## src/rtl/uart_tx_frame.sv

```systemverilog
// UART transmitter: one word per valid/ready handshake, framed as start bit,
// DATA_BITS data bits LSB first, optional parity bit, and one or two stop bits.
module uart_tx_frame #(
    parameter int CLK_HZ    = 10_000_000,
    parameter int BAUD      = 9600,
    parameter int DATA_BITS = 8,
    parameter int PARITY    = 0,
    parameter int STOP_BITS = 1
) (
    input  logic                 clk,
    input  logic                 rst,
    input  logic [DATA_BITS-1:0] tx_data,
    input  logic                 tx_valid,
    output logic                 tx_ready,
    output logic                 tx,
    output logic                 busy
);
    localparam int CLKS_PER_BIT = CLK_HZ / BAUD;
    // Width guarded so an illegal baud setting reaches the error below rather than a zero-width vector.
    localparam int CNT_W = (CLKS_PER_BIT < 2) ? 1 : $clog2(CLKS_PER_BIT);
    localparam int BIT_W = $clog2(DATA_BITS + 1);

    localparam logic [CNT_W-1:0] CNT_LAST  = CNT_W'(CLKS_PER_BIT - 1);
    localparam logic [BIT_W-1:0] DATA_LAST = BIT_W'(DATA_BITS - 1);
    localparam logic [BIT_W-1:0] STOP_LAST = BIT_W'(STOP_BITS - 1);

    generate
        if (CLKS_PER_BIT < 2) begin : g_bad_baud
            $error("uart_tx_frame: CLK_HZ / BAUD must be at least 2");
        end
        if (DATA_BITS < 5 || DATA_BITS > 9) begin : g_bad_data_bits
            $error("uart_tx_frame: DATA_BITS must be 5..9");
        end
        if (PARITY < 0 || PARITY > 2) begin : g_bad_parity
            $error("uart_tx_frame: PARITY must be 0, 1 or 2");
        end
        if (STOP_BITS < 1 || STOP_BITS > 2) begin : g_bad_stop_bits
            $error("uart_tx_frame: STOP_BITS must be 1 or 2");
        end
    endgenerate

    typedef enum logic [2:0] {IDLE, START, DATA, PAR, STOP} state_t;

    state_t               state_reg, state_next;
    logic [CNT_W-1:0]     cyc_reg, cyc_next;
    logic [BIT_W-1:0]     bit_reg, bit_next;
    logic [DATA_BITS-1:0] shift_reg, shift_next;
    logic                 par_reg, par_next;
    logic                 tx_reg, tx_next;
    logic                 bit_done;

    always_ff @(posedge clk) begin
        if (rst) begin
            state_reg <= IDLE;
            cyc_reg   <= '0;
            bit_reg   <= '0;
            shift_reg <= '0;
            par_reg   <= 1'b0;
            tx_reg    <= 1'b1;
        end else begin
            state_reg <= state_next;
            cyc_reg   <= cyc_next;
            bit_reg   <= bit_next;
            shift_reg <= shift_next;
            par_reg   <= par_next;
            tx_reg    <= tx_next;
        end
    end

    always_comb begin
        state_next = state_reg;
        cyc_next   = cyc_reg + 1'b1;
        bit_next   = bit_reg;
        shift_next = shift_reg;
        par_next   = par_reg;
        bit_done   = (cyc_reg == CNT_LAST);
        if (bit_done) begin
            cyc_next = '0;
        end

        case (state_reg)
            IDLE: begin
                cyc_next = '0;
                if (tx_valid) begin
                    shift_next = tx_data;
                    par_next   = (PARITY == 1) ? ~(^tx_data) : ^tx_data;
                    state_next = START;
                end
            end
            START: begin
                if (bit_done) begin
                    state_next = DATA;
                end
            end
            DATA: begin
                if (bit_done) begin
                    if (bit_reg == DATA_LAST) begin
                        state_next = (PARITY != 0) ? PAR : STOP;
                    end else begin
                        bit_next   = bit_reg + 1'b1;
                        shift_next = shift_reg >> 1;
                    end
                end
            end
            PAR: begin
                if (bit_done) begin
                    state_next = STOP;
                end
            end
            STOP: begin
                // The bit counter tallies stop bits so the cycle counter stays one bit period wide.
                if (bit_done) begin
                    if (bit_reg == STOP_LAST) begin
                        state_next = IDLE;
                    end else begin
                        bit_next = bit_reg + 1'b1;
                    end
                end
            end
            default: state_next = IDLE;
        endcase

        if (state_next != state_reg) begin
            cyc_next = '0;
            bit_next = '0;
        end

        case (state_next)
            START:   tx_next = 1'b0;
            DATA:    tx_next = shift_next[0];
            PAR:     tx_next = par_next;
            default: tx_next = 1'b1;
        endcase
    end

    assign tx       = tx_reg;
    assign busy     = (state_reg != IDLE);
    assign tx_ready = (state_reg == IDLE) && !rst;

endmodule

```

## config.mk

```make
export PLATFORM = sky130hd
export DESIGN_NAME = uart_tx_frame
export DESIGN_NICKNAME = d
export VERILOG_FILES = /design/src/rtl/uart_tx_frame.sv
export SDC_FILE = /design/constraint.sdc
export NUM_CORES = 1
export LEC_CHECK = 0
export CELL_PAD_IN_SITES_DETAIL_PLACEMENT = 1
export CELL_PAD_IN_SITES_GLOBAL_PLACEMENT = 1
export CORE_MARGIN = 5
export CORE_UTILIZATION = 40
export DETAILED_ROUTE_END_ITERATION = 10
export PLACE_DENSITY = 0.83
export SETUP_SLACK_MARGIN = 0.02
export SKIP_LAST_GASP = 1
export SYNTH_ARGS = -nofsm -noshare
export SYNTH_HDL_FRONTEND = slang
export SYNTH_SLANG_ARGS = --single-unit
```

## constraint.sdc

```tcl
create_clock -name clk -period 2.35 [get_ports clk]
set_clock_uncertainty 0.05 [all_clocks]
set_input_delay 0.47 -clock clk [delete_from_list [all_inputs] [get_ports clk]]
set_output_delay 0.47 -clock clk [all_outputs]
set_load 0.005 [all_outputs]
```

==> COMMIT_EDITMSG <==
Log flow metrics for this revision

- The launch point of the critical path was reported as state_reg[1].
- Across all hold checks on the routed design, the worst slack comes to 0.426 ns.
- The final max-slew violation count recorded for this run is 0.
- Routed met3 length: 93 um
- Number of enable-type register cells in the synthesized netlist: 0
- Slack of the critical path: 0.112 ns
- Overall routing resource usage recorded by global route was 0.150.
- In this run the cell area of the synthesized design comes to 0.00145 sq mm.
- met1 track demand over resource after global routing is 0.178.
- Hold path start: shift_reg[5]
- Share of final-layout standard cells stronger than drive strength 1: 0.0838
- For met3 alone, demand over resource in global routing was 0.0301.
* Max VDD drop: 0.000277 V
* Met2 GRT Util: 0.265
- In this run, power in combinational logic comes to 124 uW.
- The flow ran to the end, and the final reports show no timing, DRC or antenna violations.
* Data arrival time at the worst-slack endpoint: 1.72 ns
- Post-layout min period: 2.24 ns
* Bufs and invs on worst path: 2
- Among all stages on the critical path, the largest delay is contributed by sky130_fd_sc_hd__clkdlybuf4s50_1.
- sky130_fd_sc_hd__dfxtp_1 takes more of the synthesized area than any other cell.
* PD cells: 514 mW/mm^2
- Switching power: 219 uW
worst reg2reg max path, cell delays in order, from the launching register on:
cell,delay (ns)
sky130_fd_sc_hd__dfxtp_1,0.38
sky130_fd_sc_hd__ha_1,0.24
sky130_fd_sc_hd__and3b_1,0.20
sky130_fd_sc_hd__o2111a_1,0.27
sky130_fd_sc_hd__a2bb2oi_1,0.17
sky130_fd_sc_hd__nand4b_1,0.20
sky130_fd_sc_hd__a2111o_1,0.42
layout make-up:
cell class	count	area [sq um]	share of cell area
clock buffer	4	36.3	0.0215
tap	46	57.6	0.0342
inverter	8	30.0	0.0178
timing repair buffer	17	160	0.0951
sequential	28	562	0.334
multi-input combinational	122	838	0.498
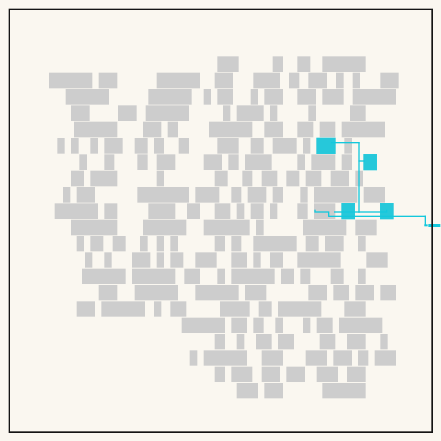
Fig. 1. I/O nets highlighted.
(6 px per um)
color	port	bits	direction	end cells	buffers	wire
cyan	tx_valid	1	input	4	1	47.3 um
# port buffers: 13
count of pins on the block boundary: 14

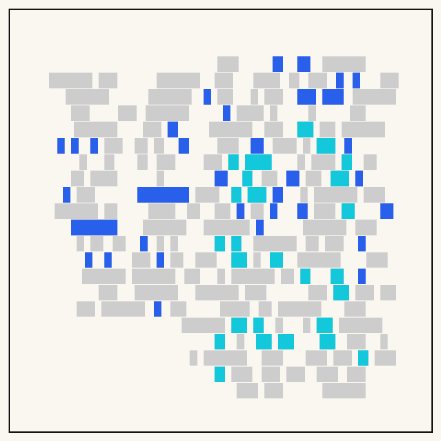
Fig. 2. Gate families picked out.
(6 px per um)
color	family	cells
cyan	inverting AOI/OAI gates	26
blue	NOR gates	34
final std cells w/o fill: 225
Top cell excl fill/tap: sky130_fd_sc_hd__dfxtp_1
multi-input logic portion of the cell area: 0.498

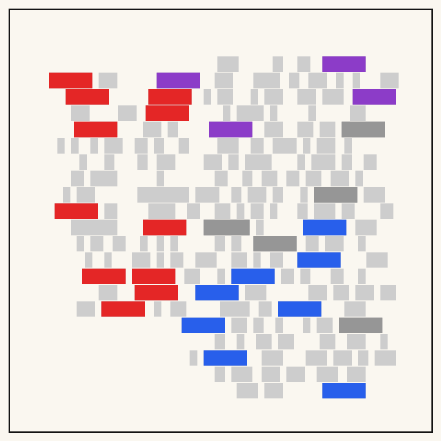
Fig. 3. Where the registers sit.
(6 px per um)
color	signal	sequential cells
blue	shift_reg	8
red	cyc_reg	11
purple	bit_reg	4
post-layout util: 0.493
Seq. pwr: 498 uW
area of all sequential standard cells: 562 sq um

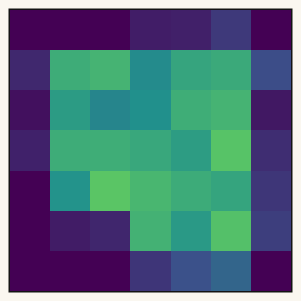
Fig. 4. Local utilization.
(4 px per um) The die is cut into 7 by 7 equal tiles; dark purple is low, yellow is high, 0 to 100% covered.
nearly empty tiles	20%
fullest tile	73%
emptiest ninth of the die	lower left
densest ninth of the die	center
mean over tiles	33%
Core Density at Floorplan: 0.425
Floorplan Core Area: 0.00342 sq mm

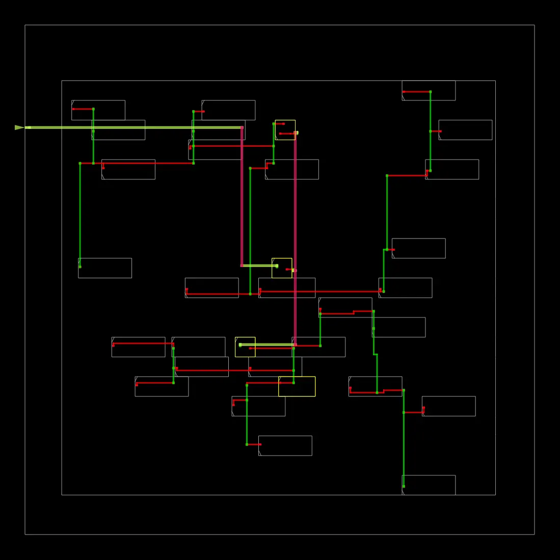
Fig. 5. Clock routing.
Insertion Delay late pin: 0.34 ns
CTS sink cnt: 28

Power and IR drop assume default switching activity.
